### Local utilization, run 1

Drawn at 3 px/um. 8 x 8 tiles, from black (low) to pale yellow (high), 0 to 100% covered.
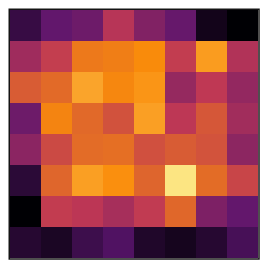
### Cell classes on the final placement, run 1

Drawn at 4 px/um. Fill, decap, tap and diode cells in grey.
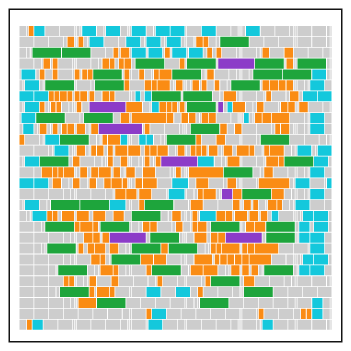
### Clock network drawn from the DEF, run 1

Drawn at 6 px/um.
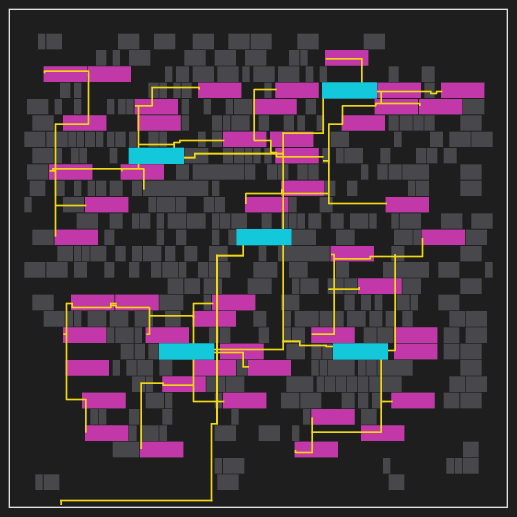
--- config.mk ---
export PLATFORM = sky130hd
export DESIGN_NAME = timer_apb_seq
export DESIGN_NICKNAME = d
export VERILOG_FILES = /design/src/rtl/timer_apb_seq.sv
export SDC_FILE = /design/constraint.sdc
export NUM_CORES = 1
export LEC_CHECK = 0
export CAP_MARGIN = 10
export CORE_MARGIN = 2
export CORE_UTILIZATION = 40
export CTS_BUF_LIST = sky130_fd_sc_hd__clkbuf_16
export DETAILED_ROUTE_END_ITERATION = 12
export GPL_TIMING_DRIVEN = 0
export PLACE_DENSITY = 0.68
export SLEW_MARGIN = 10
export SYNTH_ARGS = -nofsm -noshare
export SYNTH_HDL_FRONTEND = slang
export SYNTH_SLANG_ARGS = --single-unit
--- constraint.sdc ---
create_clock -name pclk -period 2.5 [get_ports pclk]
set_input_delay 0.5 -clock pclk [delete_from_list [all_inputs] [get_ports pclk]]
set_output_delay 0.5 -clock pclk [all_outputs]
set_load 0.01 [all_outputs]
--- src/rtl/timer_apb_seq.sv ---
// timer_apb_seq: APB master that programs a timer, polls its status register and reports overflow/underflow events
module timer_apb_seq #(
  parameter int POLL_GAP = 4,
  parameter int MAX_POLLS = 255
) (
  input  logic       pclk,
  input  logic       preset,
  input  logic       start,
  input  logic       stop,
  input  logic [7:0] load_val,
  input  logic       cfg_up,
  input  logic [1:0] cfg_cks,
  input  logic       periodic,
  output logic       psel,
  output logic       penable,
  output logic       pwrite,
  output logic [7:0] paddr,
  output logic [7:0] pwdata,
  input  logic [7:0] prdata,
  input  logic       pready,
  input  logic       pslverr,
  output logic       busy,
  output logic       evt_ovf,
  output logic       evt_udf,
  output logic       err,
  output logic [7:0] err_addr,
  output logic [7:0] evt_cnt
);
  typedef enum logic [2:0] {IDLE, WR_TDR, WR_LOAD, WR_RUN, GAP, POLL, CLR, WR_STOP} state_t;
  localparam logic [7:0] GAP_LAST = 8'(POLL_GAP - 1);
  localparam logic [7:0] POLL_LAST = 8'(MAX_POLLS - 1);
  state_t state, state_nx;
  logic acc, up, per, stop_pend, xfer, done, ok, stop_any, timeout, unused_bits;
  logic [1:0] cks, flags;
  logic [7:0] ld, poll_cnt, gap_cnt;
  assign xfer = state != IDLE && state != GAP;
  assign done = xfer && acc && pready;
  assign ok = done && !pslverr;
  assign stop_any = stop || stop_pend;
  assign timeout = state == POLL && ok && prdata[1:0] == 2'b00 && poll_cnt == POLL_LAST;
  assign unused_bits = ^prdata[7:2];
  always_ff @(posedge pclk) begin
    if (preset) state <= IDLE;
    else state <= state_nx;
  end
  always_comb begin
    state_nx = state;
    case (state)
      IDLE:    state_nx = start ? WR_TDR : IDLE;
      WR_TDR:  state_nx = done ? (pslverr ? IDLE : WR_LOAD) : WR_TDR;
      WR_LOAD: state_nx = done ? (pslverr ? IDLE : WR_RUN) : WR_LOAD;
      WR_RUN:  state_nx = done ? (pslverr ? IDLE : GAP) : WR_RUN;
      GAP:     state_nx = stop_any ? WR_STOP : gap_cnt == GAP_LAST ? POLL : GAP;
      POLL:    state_nx = !done ? POLL : pslverr ? IDLE : (timeout || stop_any) ? WR_STOP :
                          prdata[1:0] != 2'b00 ? CLR : GAP;
      CLR:     state_nx = !done ? CLR : pslverr ? IDLE : (per && !stop_any) ? GAP : WR_STOP;
      WR_STOP: state_nx = done ? IDLE : WR_STOP;
      default: state_nx = IDLE;
    endcase
  end
  always_ff @(posedge pclk) begin
    if (preset) begin
      acc <= 1'b0;
      stop_pend <= 1'b0;
      poll_cnt <= 8'h00;
      gap_cnt <= 8'h00;
      flags <= 2'b00;
      evt_ovf <= 1'b0;
      evt_udf <= 1'b0;
      err <= 1'b0;
      err_addr <= 8'h00;
      evt_cnt <= 8'h00;
      ld <= 8'h00;
      up <= 1'b0;
      cks <= 2'b00;
      per <= 1'b0;
    end else begin
      acc <= xfer && !done;
      gap_cnt <= state == GAP ? gap_cnt + 8'd1 : 8'd0;
      evt_ovf <= state == CLR && ok && flags[0];
      evt_udf <= state == CLR && ok && flags[1];
      if (state == CLR && ok) evt_cnt <= evt_cnt + 8'd1;
      if (state == POLL && ok) flags <= prdata[1:0];
      if (state == IDLE && start) begin
        ld <= load_val;
        up <= cfg_up;
        cks <= cfg_cks;
        per <= periodic;
        stop_pend <= 1'b0;
        poll_cnt <= 8'h00;
        err <= 1'b0;
      end else if (state != IDLE && state != WR_STOP && stop) stop_pend <= 1'b1;
      if (state == POLL && ok && prdata[1:0] == 2'b00) poll_cnt <= poll_cnt + 8'd1;
      if (state == CLR && ok) poll_cnt <= 8'h00;
      if (done && pslverr) begin
        err <= 1'b1;
        err_addr <= paddr;
      end else if (timeout) begin
        err <= 1'b1;
        err_addr <= 8'hFF;
      end
    end
  end
  assign busy = state != IDLE;
  assign psel = xfer;
  assign penable = xfer && acc;
  assign pwrite = xfer && state != POLL;
  assign paddr = (state == POLL || state == CLR) ? 8'h02 :
                 (state == WR_LOAD || state == WR_RUN || state == WR_STOP) ? 8'h01 : 8'h00;
  // TCR layout: {load, 0, up, en, 00, cks}
  assign pwdata = state == WR_TDR  ? ld :
                  state == WR_LOAD ? {2'b10, up, 3'b000, cks} :
                  state == WR_RUN  ? {2'b00, up, 3'b100, cks} :
                  state == WR_STOP ? {2'b00, up, 3'b000, cks} :
                  state == CLR     ? {6'h3f, ~flags} : 8'h00;
endmodule

==> qor.txt, run 1 <==
Status -> completed
Post-synth top cells -> 52 x nand2_1, 49 x dfxtp_1, 31 x a21oi_1
VDD IR max -> 0.283 mV
Top Consumer -> sequential cells
Synth area leaders -> dfxtp_1 40%, nand2_1 7.9%, a21oi_1 6.3%, buf_4 3.6%, nor2_1 3.6%
Die area -> 6850 um^2
# clk buffers -> 5
Final setup violation count -> 0
I/O Pins -> 65
Met2 Track Usage GR -> 30.1%
Most Used Layer, Global Route -> met2
Clk slew on worst S/H paths -> 0.06 ns
Critical Path Start -> state[2]
Synth logic family -> simple AND/OR/NAND/NOR gates
Top cells excl fill/tap -> 52 x nand2_1, 51 x clkdlybuf4s50_1, 49 x dfxtp_1, 31 x a21oi_1, 23 x nor2_1
Switching Share -> 22.1%
Area leader share -> 39.5%
Power, Total -> 1.72 mW
P_seq -> 0.804 mW
Post-DP HPWL -> 4.35 mm
Multi-input logic area -> 1320 um^2
Root Driver -> clkbuf_16
DIE HEIGHT -> 82.8 um
Hold_sp -> gap_cnt[0]
Int Power -> 1.34 mW
Fraction of area in multi-input gates -> 40.2%
Met1 Wirelength -> 2.72 mm
Req. time, crit path -> 2.00 ns
Share of cells above drive strength 1 -> 11.1%
Num sequential -> 49
CP Max Fanout -> 10
Ao+oa area frac -> 16.0%
Buffers, non-clock -> 77
Iteration tally of the first detailed-router pass -> 5
FA/HA/MAJ Cells, Area Fraction -> 2.02%
Routed wire length -> 5.88 mm
Final setup margin -> 0.108 ns
Worst slew pin tran -> 0.592 ns
Combinational gates -> 226
Hold Vio Cnt, Final -> 0
TritonCTS clock tree -> yes
Post-synth EDFFs -> 0
Final Wtd Congestion -> 0.847
H-tree levels -> 2
Met3 GRT Util -> 4.35%
Top cell excl fill/tap -> nand2_1
Leakage -> 1.22 nW
Post-route ant nets -> 0
Hold buffers post-CTS -> 0
Crit-path leading delay family -> buffers and inverters
Hold Path End -> gap_cnt[0]
FF-to-FF Start -> acc
DP Cell Count -> 436
FF-to-FF path depth -> 5
Most frequent cell after synthesis -> nand2_1
Mapped Avg Cell Area -> 8.13 um^2
Net Sw Power -> 0.380 mW
# diodes -> 0
WL met3 -> 335 um
Crit path DAT -> 1.89 ns
## Picture notes: 'Local utilization'
The emptiest ninth of the die: lower left. 11% of the tiles are over 75% full. The densest ninth of the die: centre. The fullest tile reaches 94%.
final core occ: 55.3%
Core Area: 5960 um^2
FP Util: 41.7%

## Picture notes: 'Cell classes on the final placement'
Cyan marks other buffers and delay cells, cells 77, share of their area 22%. Purple marks clock drivers and dummy loads, cells 8, share of their area 5.2%. Orange marks all other logic, cells 235, share of their area 42%. Green marks flip-flops, cells 49, share of their area 31%.

## Picture notes: 'Clock network drawn from the DEF'
Yellow marks clock wires, length 605 um. Magenta marks flip-flops, count 49. Cyan marks cells driving clock nets, count 5.
Position of the flops: spread over the die. There are 6 routed clock nets.
P_clk: 0.754 mW
clock share of power: 43.8%
clk latency late pin: 0.29 ns
final clock skew: 0.00240 ns

### Zoomed window, run 1

Region (29, 29) to (54, 54) um. Cells in grey, sequential cells in the stronger grey; small squares are vias.
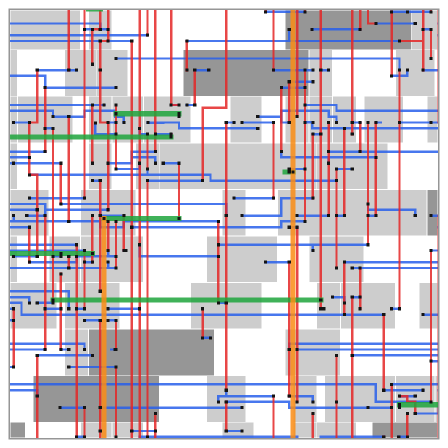

==> run 2: changes to the inputs <==
Settings changed: RECOVER_POWER set to 25.
### Zoomed window, run 2

Region (29, 29) to (54, 54) um. Cells in grey, sequential cells in the stronger grey; small squares are vias.
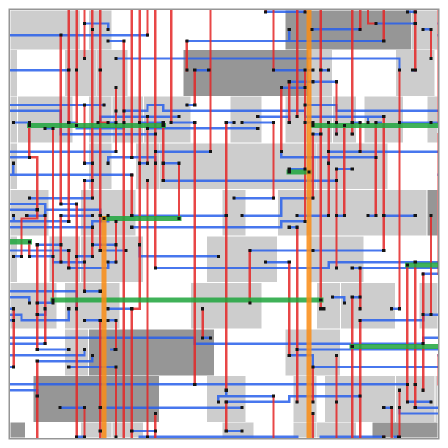
Orange marks met4. Green marks met3. Red marks met2. Blue marks met1.
Most frequent: nand2_1 (6). Sequential cells in the window: 4. Netlist names of flops here include state (2). 42 logic cells have their middle in the window.

### Local utilization, run 2

Drawn at 3 px/um. 8 x 8 tiles, from black (low) to pale yellow (high), 0 to 100% covered.
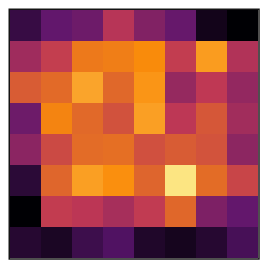
The mean over all tiles is 47%. 11% of the tiles are over 75% full. 3.1% of the tiles are nearly empty. The densest ninth of the die: centre. The emptiest ninth of the die: lower left. The fullest tile reaches 94%.

==> run 2 against run 1 <==
Combinational power down 2%. Synthesized cell count did not move. Clock-buffer cell count is the same. Sequential share of layout area increased by 0.091 points. Sequential power about the same. Area after synthesis unchanged. Clock power about the same. Die size is the same. Via count is 0.82% lower.
==> qor.txt, run 2 <==
Most frequent cell after synthesis -> nand2_1
Post-synth top cells -> 52 x nand2_1, 49 x dfxtp_1, 31 x a21oi_1
Power, Total -> 1.72 mW (-0.16%)
TritonCTS clock tree -> yes
Crit-path leading delay family -> buffers and inverters
Met1 Wirelength -> 2.63 mm (-3.2%)
VDD IR max -> 0.284 mV (+0.56%)
Hold Path End -> gap_cnt[0]
Clock share of power -> 43.9% (about the same)
Clk slew on worst S/H paths -> 0.06 ns (about the same)
Crit path DAT -> 1.88 ns (about the same)
Top Consumer -> sequential cells
Status -> completed
Final clock skew -> 0.00383 ns (+0.00143 ns)
Final Wtd Congestion -> 0.847 (unchanged)
Ao+oa area frac -> 16.0% (unchanged)
Req. time, crit path -> 2.00 ns (about the same)
FF-to-FF path depth -> 5 (unchanged)
Synth logic family -> simple AND/OR/NAND/NOR gates
Final setup violation count -> 0 (unchanged)
Hold_sp -> gap_cnt[0]
Mapped Avg Cell Area -> 8.13 um^2 (unchanged)
Area leader share -> 39.5% (unchanged)
Combinational gates -> 226 (unchanged)
P_seq -> 0.804 mW (about the same)
I/O Pins -> 65 (unchanged)
Met2 Track Usage GR -> 30.1% (unchanged)
Post-route ant nets -> 0 (unchanged)
# clk buffers -> 5 (unchanged)
Clk latency late pin -> 0.29 ns (about the same)
Final setup margin -> 0.119 ns (+0.0115 ns)
Hold Vio Cnt, Final -> 0 (unchanged)
Multi-input logic area -> 1310 um^2 (-0.66%)
Top cell excl fill/tap -> nand2_1
Iteration tally of the first detailed-router pass -> 4 (-1)
Routed wire length -> 5.86 mm (-0.36%)
Hold buffers post-CTS -> 0 (unchanged)
FP Util -> 41.7% (unchanged)
H-tree levels -> 2 (unchanged)
### Cell classes on the final placement, run 2

Drawn at 4 px/um. Fill, decap, tap and diode cells in grey.
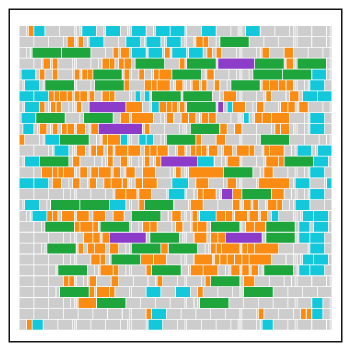
Green marks flip-flops, cells 49, share of their area 31%. Orange marks all other logic, cells 235, share of their area 42%. Cyan marks other buffers and delay cells, cells 77, share of their area 22%. Purple marks clock drivers and dummy loads, cells 8, share of their area 5.2%.
# rows: 28
Seq/total area: 29.9%
Design Area, Final: 3280 um^2

### Clock wiring as the flow saved it, run 2

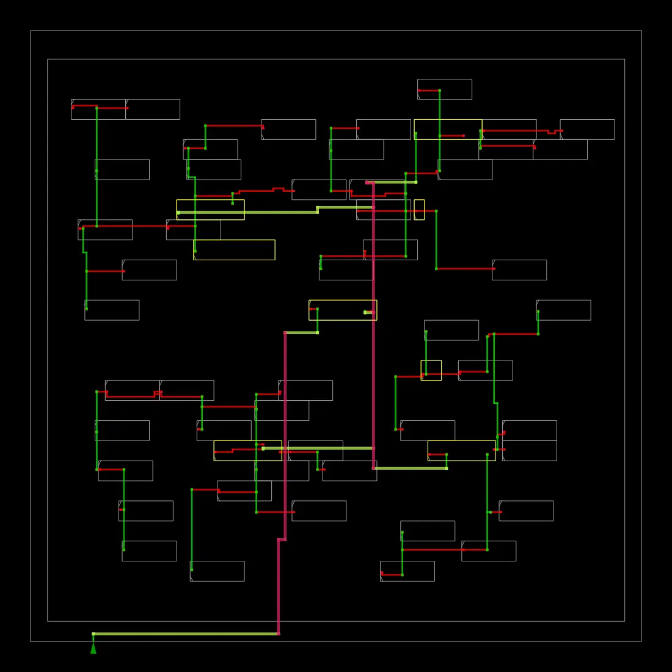

==> run 3: changes to the inputs <==
Settings changed: CORE_MARGIN 2 to unset, CTS_BUF_LIST sky130_fd_sc_hd__clkbuf_16 to sky130_fd_sc_hd__clkbuf_2, HOLD_SLACK_MARGIN set to 0.08.
### Clock wiring as the flow saved it, run 3

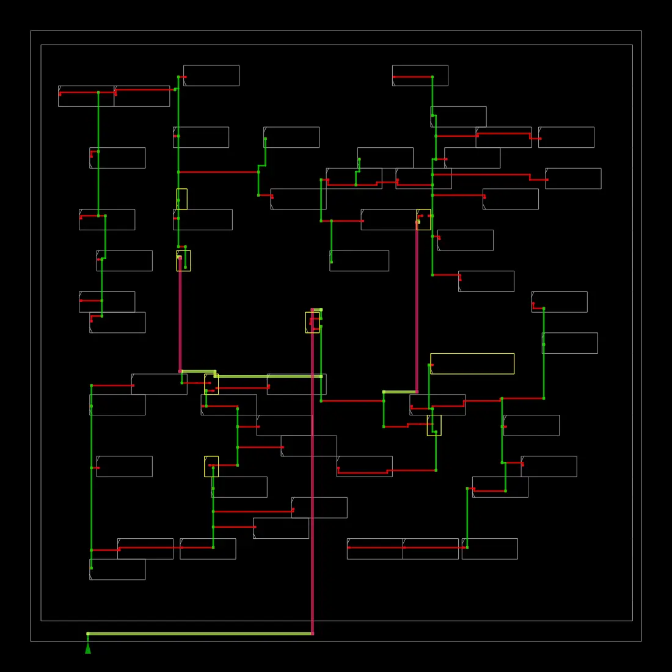
# clock sinks: 49
num sequential: 49
cts bufs inserted: 5

### Zoomed window, run 3

Region (28, 28) to (53, 53) um. Cells in grey, sequential cells in the stronger grey; small squares are vias.
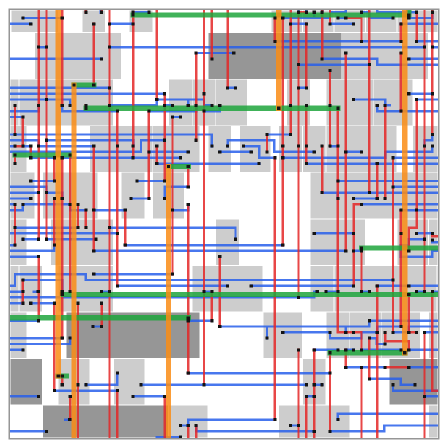
Green marks met3. Red marks met2. Orange marks met4. Blue marks met1.
Netlist names of flops here include state (2), err (1). Sequential cells in the window: 3. Most frequent: nor2_1 (5), nand2_1 (5). 44 logic cells have their middle in the window.

### Cell classes on the final placement, run 3

Drawn at 4 px/um. Fill, decap, tap and diode cells in grey.
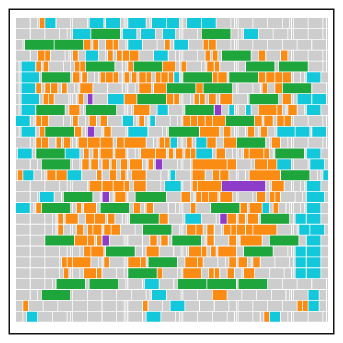
Purple marks clock drivers and dummy loads, cells 8, share of their area 2.0%. Orange marks all other logic, cells 235, share of their area 44%. Green marks flip-flops, cells 49, share of their area 31%. Cyan marks other buffers and delay cells, cells 78, share of their area 23%.
Seq/total area: 30.5%
Design Area, Final: 3230 um^2

==> run 3 against run 2 <==
Fmax about the same. Register-to-register slack worse by 0.04 ns. Synthesized cell count unchanged. Via count up 1.7%. Combinational power up 3%. Global-route usage up 0.34 points. Clock power down 44%. Die size down 4.8%. Largest cell class unchanged. Final cell count up 0.23%. Area after synthesis unchanged. First-iteration DRC count up 16%. Final area down 1.6%. Highest routed layer unchanged.
==> qor.txt, run 3 <==
Status -> completed
Met2 Track Usage GR -> 29.8% (-0.25 points)
Leakage -> 1.30 nW
Power, Total -> 1.39 mW (-19%)
Hold_sp -> up
Vias per std cell -> 5.26
FP Util -> 41.7% (unchanged)
Top cell excl fill/tap -> nand2_1
Final setup violation count -> 0 (unchanged)
H-tree levels -> 2 (unchanged)
VDD IR max -> 0.264 mV (-7.2%)
Clk slew on worst S/H paths -> 0.24 ns (+0.18 ns)
Final min period -> 2.38 ns
Post-synth cell types -> 47
Vias -> 2,340
Met1 usage -> 24.3%
Critical Path Start -> state[1]
Hold Vio Cnt, Final -> 0 (unchanged)
Mapped Avg Cell Area -> 8.13 um^2 (unchanged)
TritonCTS clock tree -> yes
CP startpoint kind -> register
I/O Pins -> 65 (unchanged)
Mapped Area -> 2480 um^2
Crit path DAT -> 1.88 ns (about the same)
Clk latency late pin -> 0.43 ns (+0.14 ns)
Final period utilization -> 95.2%
Max cap viols -> 0
Ao+oa area frac -> 16.0% (unchanged)
Met1 Wirelength -> 2.71 mm (+3.0%)
Hold Path Cell Cnt -> 2
Top FF cell, synth -> dfxtp_1
Switching Share -> 25.0%
FF-to-FF path depth -> 5 (unchanged)
Post-route DRC -> 0
P_seq -> 0.806 mW (about the same)
Hold buffers post-CTS -> 0 (unchanged)
Final setup margin -> 0.119 ns (+0.000206 ns)
# clk buffers -> 6 (+1)
Post-route ant nets -> 0 (unchanged)
# rows -> 28 (unchanged)
Post-synth top cells -> 52 x nand2_1, 49 x dfxtp_1, 31 x a21oi_1
Post-synth top area cell -> dfxtp_1
Iteration tally of the first detailed-router pass -> 4 (unchanged)
Worst slew pin tran -> 0.764 ns
Clock share of power -> 30.3% (-14 points)
Combinational gates -> 226 (unchanged)
WL/cell -> 13.4 um
Synth logic family -> simple AND/OR/NAND/NOR gates
Final clock skew -> 0.0126 ns (+0.00878 ns)
TAP cells -> 75
Routed wire length -> 5.94 mm (+1.4%)
Multi-input logic area -> 1340 um^2 (+1.7%)
Req. time, crit path -> 2.00 ns (about the same)
Final Wtd Congestion -> 0.835 (-1.3%)
Largest net degree at the start of global routing -> 15
Most frequent cell after synthesis -> nand2_1
P_clk -> 0.422 mW
Int Power -> 1.04 mW
Core Area -> 5960 um^2
Seq pwr share -> 58.0%
DR WL met2 -> 2.77 mm
Area leader share -> 39.5% (unchanged)
PwrDens -> 431 nW/um^2
Hold Path End -> up
Mux share -> 0.807%
Top cells excl fill/tap -> 52 x nand2_1, 46 x dfxtp_1, 40 x clkdlybuf4s50_1, 31 x a21oi_1, 23 x nor2_1
Crit-path leading delay family -> buffers and inverters
Top Consumer -> sequential cells
No activity file was given, so power comes from the tool's default toggle rates.
